Figure 1. Wiring by layer (run 1).
Scale: 3 px per um.
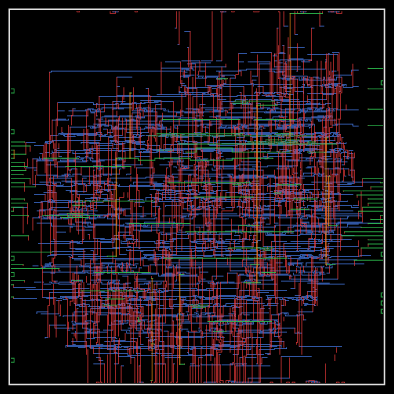
Figure 2. Met4 routing (run 1).
Scale: 3 px per um.
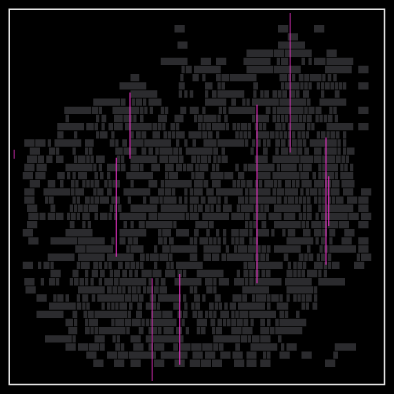
Figure 3. Routed clock nets over the placement (run 1).
Scale: 2 px per um.
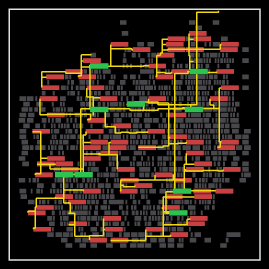
Design dma_r_burst_ctrl, sky130hd; sources not shown.
==> flow_metrics.env, run 1 <==
# implementation run metrics
export IMPL_postSynthCellCount=861
export IMPL_ys_flops=79
export IMPL_lay_top_cells="nand2_1 (204), clkdlybuf4s50_1 (99), nor2_1 (95)"
export IMPL_top_area_cell="dfrtp_1"
export IMPL_syn_area_per_cell_sq_um=7.10
export IMPL_period_used_pct=93.6
export IMPL_diodes=0
export IMPL_ant_nets=0
export IMPL_cp_max_fo=7
export IMPL_row_count=42
export IMPL_crit_slowest_cell="dfrtp_1"
export IMPL_synth_top_cell_area_share_pct=32.3
export IMPL_layoutNonFillerInstCount=1118
export IMPL_clockBufferDepth=2
export IMPL_firstDrtPassIters=5
export IMPL_clkSlewWorstSetupHoldPaths_ps=60
export IMPL_synthTopLogicFamily="simple AND/OR/NAND/NOR gates"
export IMPL_hold_buffers=0
export IMPL_mi_logic_area_sq_um=3500
export IMPL_chipArea_sq_um=15500
export IMPL_ys_sh_simple_pct=27.1
export IMPL_rr_worst_depth=32
export IMPL_status="completed"
export IMPL_io_buffers=99
export IMPL_synth_distinct_cells=47
export IMPL_synthAoiAreaFrac_pct=14.0
export IMPL_synth_area_sq_um=6110
export IMPL_ys_sh_adder_pct=7.00
export IMPL_async_flop_share_pct=100
export IMPL_ios=164
export IMPL_hpwl_um=12200
export IMPL_die_width_um=125
export IMPL_grt_ovfl_total=0
export IMPL_setup_viol=0
About Figure 1:
Green shows M3, wire length 1,050 um. Orange shows M4, wire length 285 um. Red shows M2, wire length 7,410 um. Blue shows M1, wire length 7,550 um.
Total Wirelength: 16,300 um
via count: 5,775

About Figure 2:
7 nets have wire on it. The layer holds 1.8% of the routed length.

About Figure 3:
Green shows clock-net drivers, count 9. Red shows flip-flops, count 79. Yellow shows clock wires, length 1,180 um.
There are 10 routed clock nets. Position of the flops: spread over the die.
P_clk: 0.823 mW
clk ins delay skew pair: 340 ps
clock share of power: 13.3%
skew final: 6.48 ps

==> run 1: tightest hold or removal path, delay by kind of cell (launching register included) <==
kind / cells / cell delay (ps)
DFF: 1 / 350
and+or+nand+nor: 2 / 100
==> run 1: logic make-up after synthesis <==
kind of cell	after synthesis
buffers and inverters	158
and+or+nand+nor	395
AOI/OAI and AO/OA	145
DFF	79
xor gates and xnor gates	50
other	1
adders and majority gates	33
==> run 1: metal layers <==
layer / GRT usage [%] / up-vias / wire length, um / part of all wire (%)
met3: 3.60 / 20 / 1050 / 6.5
met2: 32.6 / 165 / 7410 / 45
met4: 6.71 / 0 / 284 / 1.7
li1: - / 2931 / - / -
met1: 29.4 / 2659 / 7550 / 46
met5: 0 / - / 0 / 0
==> run 1: area by class of cell <==
type                       count  area share, %
clock buffer                  10           3.18
clock inverter                 6          0.916
inverter                     103           5.16
multi-input combinational    629           46.6
sequential                    79           26.3
tap                          176           2.93
timing repair buffer         115           15.0
==> run 1: power by group through the flow <==
stage / combinational [mW] / clock, mW / sequential (mW)
final: 3.84 / 0.823 / 1.53
after global routing: 4.31 / 0.867 / 1.58
after floorplan: 2.52 / 0 / 1.65
after CTS: 3.71 / 0.839 / 1.52
after global placement: 3.63 / 0 / 1.52
after detailed placement: 3.68 / 0 / 1.53
==> run 1: repair_timing <==
action	in CTS	in global routing
setup endpoints to repair	0	7
resized	0	26
buffers inserted	0	7
==> run 1: metrics by stage <==
stage          utilization (%)  setup TNS, ps  hold slack (ps)  setup WS (ps)  cell area, sq um
3_5_place_dp              53.1              0              468            105              7060
2_1_floorplan                -              0              459            133              6130
5_1_grt                   56.5          -30.5              502          -20.6              7510
6_report                  56.5              0              483            267              7510
3_3_place_gp              53.1              0              464            251              7060
4_1_cts                   55.4              0              485           74.6              7370
## Run 2: what changed since run 1
CTS_CLUSTER_DIAMETER = 30   (was 200)
SKIP_CTS_REPAIR_TIMING = 1   (was default)
SKIP_LAST_GASP = 1   (was default)
Figure 4. Met4 routing (run 2).
Scale: 3 px per um.
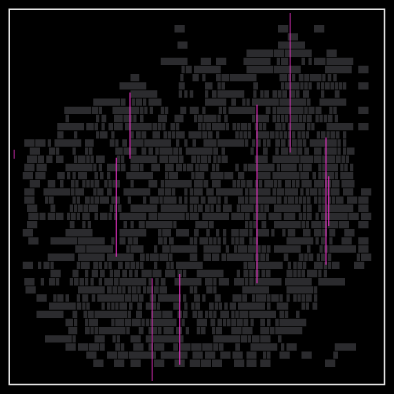
The wires run mostly vertical. 7 nets have wire on it. The longest straight run is 59.2 um.

Figure 5. Track usage over the die (run 2).
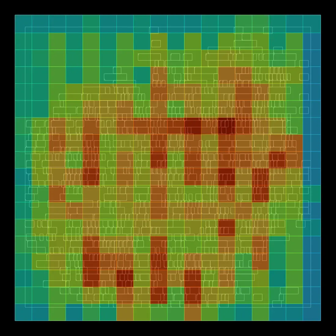
Top Usage Layer GRT: met2
met3 GRT Util: 3.60%
GRT Util Overall: 20.9%
GR Layer Usage met1: 29.4%
post-layout util: 56.5%

Figure 6. Zoomed window (run 2).
Window x 83 to 103, y 21 to 41 um. Cells in gray, sequential cells in the stronger gray; small squares are vias.
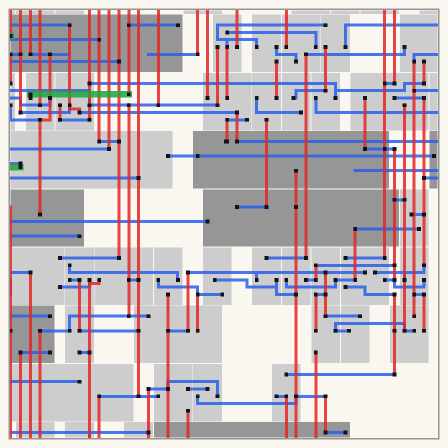
Red shows M2. Green shows M3. Blue shows M1.
Sequential cells in the window: 3. 36 logic cells have their middle in the window. Most frequent: nand2_1 (9), nor2_1 (6), inv_1 (4).

==> run 2 against run 1 <==
Net effect: clock power barely moved; area after synthesis did not move; critical endpoint unchanged; global-route usage did not move; largest cell class unchanged; die size did not move.
==> flow_metrics.env, run 2 <==
# implementation run metrics
export IMPL_status="completed"
export IMPL_stdcell_area_sq_um=7510
export IMPL_top_area_cell="dfrtp_1"
export IMPL_crit_slowest_cell="dfrtp_1"
export IMPL_syn_area_per_cell_sq_um=7.10
export IMPL_die_width_um=125
export IMPL_ios=164
export IMPL_synth_distinct_cells=47
export IMPL_row_count=42
export IMPL_ant_nets=0
export IMPL_lay_top_cells="nand2_1 (204), clkdlybuf4s50_1 (99), nor2_1 (95)"
export IMPL_async_flop_share_pct=100
export IMPL_postSynthCellCount=861
export IMPL_chipArea_sq_um=15500
export IMPL_vias=5775
export IMPL_ys_flops=79
export IMPL_period_used_pct=93.6
export IMPL_clk_latency_ps=340
export IMPL_firstDrtPassIters=5
export IMPL_grt_ovfl_total=0
export IMPL_clkSlewWorstSetupHoldPaths_ps=60
export IMPL_setup_ws_ps=267
export IMPL_diodes=0
==> run 2: power breakdown <==
part	internal, mW	switching [mW]	leakage, nW
Sequential	1.11	0.418	0.968
Combinational	1.55	2.29	2.37
Clock	0.483	0.340	0.149
Total	3.14	3.05	3.49
==> run 2: metal layers <==
layer	track usage [%]	wire length [um]
met4	6.71	284
met1	29.4	7550
met2	32.6	7410
met3	3.60	1050
met5	0	0
==> run 2: cell families (layout without fill, tap and decap cells) <==
| group | Yosys count | after routing | share of synthesized area [%] |
|---|---|---|---|
| adders and majority gates | 33 | 33 | 7.00 |
| and+or+nand+nor | 395 | 395 | 27.1 |
| xor gates and xnor gates | 50 | 50 | 7.16 |
| DFF | 79 | 79 | 32.3 |
| AOI/OAI and AO/OA | 145 | 145 | 14.0 |
| buffers and inverters | 158 | 234 | 12.4 |
| other | 1 | 6 | 0.0613 |
==> run 2: area by class of cell <==
| cell class | count | area (sq um) | area share (%) |
|---|---|---|---|
| multi-input cells | 629 | 3500 | 46.6 |
| clock inverters | 6 | 68.8 | 0.916 |
| well taps | 176 | 220 | 2.93 |
| flip-flops and latches | 79 | 1980 | 26.3 |
| clock buffers | 10 | 239 | 3.18 |
| repair buffers | 115 | 1120 | 15.0 |
| inverters | 103 | 388 | 5.16 |
==> run 2: worst reg2reg max path, delay by kind of cell, from the launching register on <==
kind	cells	cell delay, ps
buffers and inverters	8	530
flip-flops	1	400
AND/OR/NAND/NOR	19	2070
adder cells (fa/ha/maj)	2	350
AND-OR/OR-AND	2	360
XOR/XNOR	1	140
Figure 7. Routed clock nets over the placement (run 2).
Scale: 2 px per um.
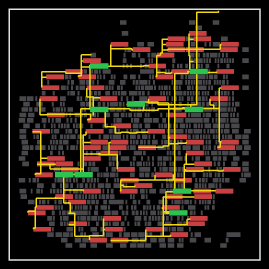

## Run 3: what changed since run 2
CORE_MARGIN = 2   (was 4)
RECOVER_POWER = 50   (was default)
Figure 8. Routed clock nets over the placement (run 3).
Scale: 2 px per um.
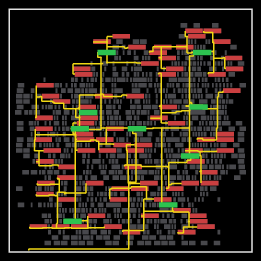
Red shows flip-flops, count 79. Green shows clock-net drivers, count 9. Yellow shows clock wires, length 1,230 um.
There are 10 routed clock nets. Position of the flops: spread over the die.
clk ins delay skew pair: 350 ps
skew final: 8.01 ps
P_clk: 0.777 mW
clock share of power: 12.7%

Figure 9. Zoomed window (run 3).
Window x 80 to 100, y 20 to 40 um. Cells in gray, sequential cells in the stronger gray; small squares are vias.
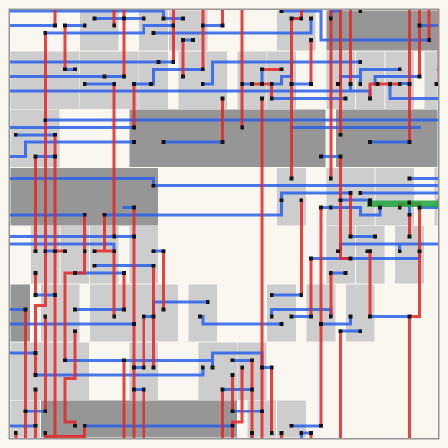
Blue shows M1. Green shows M3. Red shows M2.
Most frequent: nand2_1 (10), nor2_1 (7). 41 logic cells have their middle in the window. Sequential cells in the window: 5.

Figure 10. Met4 routing (run 3).
Scale: 3 px per um.
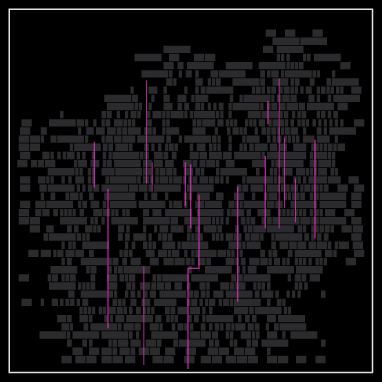
The layer carries 423 um of wire. 11 nets have wire on it. The wires run mostly vertical. The layer holds 2.5% of the routed length.
via count: 5,925
Total Wirelength: 16,700 um

==> run 3 against run 2 <==
Net effect: the run now ends with max-capacitance violations, max-slew violations left; largest power group unchanged; global-route usage rose by 2.6 points; power fell by 0.92%; final cell count barely moved; design area fell by 0.60%; combinational power barely moved.
==> flow_metrics.env, run 3 <==
# implementation run metrics
export IMPL_relSlewSlack_pct=-44.0
export IMPL_area_growth_pct=22.2
export IMPL_hold_path_depth=2
export IMPL_wl_met3_um=1110
export IMPL_clockBufferDepth=2
export IMPL_slew_viol_final=85
export IMPL_synth_distinct_cells=47
export IMPL_power_switching_mw=3.05
export IMPL_use_met2_pct=36.7
export IMPL_top_layer="met4"
export IMPL_route_met2_wl_um=7550
export IMPL_async_flop_share_pct=100
export IMPL_top_area_cell="dfrtp_1"
export IMPL_hpwl_um=12400
export IMPL_power_frac_comb_pct=62.3
export IMPL_grt_ovfl_total=0
export IMPL_use_met3_pct=4.10
export IMPL_ios=164
export IMPL_track_usage_pct=23.5
export IMPL_status="finished with violations"
export IMPL_diodes=0
export IMPL_violations="max-capacitance violations, max-slew violations"
export IMPL_internal_power_mw=3.08
export IMPL_ant_nets=0
export IMPL_crit_path_frequent_cell="inv_1"
export IMPL_stdcell_area_sq_um=7470
export IMPL_lay_top_cells="nand2_1 (203), nor2_1 (95), inv_1 (94), clkdlybuf4s50_1 (94), dfrtp_1 (79)"
export IMPL_crit_slowest_cell="dfrtp_1"
export IMPL_pwr_share_seq_pct=25.0
export IMPL_firstDrtPassIters=5
export IMPL_postLayoutCoreUtil_pct=56.4
export IMPL_postSynthCellCount=861
export IMPL_grtUsageMet1_pct=32.4
export IMPL_clkSlewWorstSetupHoldPaths_ps=60
export IMPL_die_width_um=121
export IMPL_chipArea_sq_um=14500
export IMPL_warnings=26
export IMPL_wl_met1_um=7620
export IMPL_period_used_pct=95.9
export IMPL_row_count=42
export IMPL_drv_cap=2
export IMPL_ys_flops=79
[run 3: cell count changes in the layout (fill, tap and decap cells not counted), sizes merged, moves of 2 or more]
| cell | delta |
|---|---|
| clkbuf | +5 |
| clkdlybuf4s50 | -5 |
| dlygate4sd3 | +5 |
| clkinv | -3 |
| buf | -2 |
| clkinvlp | +2 |
[run 3: metrics by stage]
stage / setup WS, ps / TNS, ps / total power [mW]
6_report: 171 / 0 / 6.13
2_1_floorplan: 133 / 0 / 4.17
4_1_cts: -5.57 / -5.57 / 6.05
3_3_place_gp: 234 / 0 / 5.15
5_1_grt: -84.9 / -278 / 6.67
3_5_place_dp: 30.6 / 0 / 5.25
[run 3: power by group through the flow]
stage | Sequential, mW | Combinational, mW | Clock, mW
CTS | 1.52 | 3.74 | 0.787
detailed placement | 1.53 | 3.72 | 0
global placement | 1.52 | 3.63 | 0
finish | 1.53 | 3.82 | 0.777
global route | 1.58 | 4.28 | 0.815
floorplan | 1.65 | 2.52 | 0
[run 3: logic make-up after synthesis]
logic type | synth area share [%]
flip-flops | 32.3
adder cells (fa/ha/maj) | 7.00
other | 0.0613
buffers and inverters | 12.4
XOR/XNOR | 7.16
AND/OR/NAND/NOR | 27.1
AND-OR/OR-AND | 14.0
[run 3: final cells by class]
| type | count | area (sq um) | area share (%) |
|---|---|---|---|
| multi-input combinational | 629 | 3470 | 46.5 |
| clock inverter | 4 | 28.8 | 0.385 |
| inverter | 103 | 388 | 5.19 |
| clock buffer | 12 | 256 | 3.43 |
| sequential | 79 | 1980 | 26.5 |
| tap | 176 | 220 | 2.95 |
| timing repair buffer | 116 | 1120 | 15.1 |
Power and IR drop assume default switching activity.
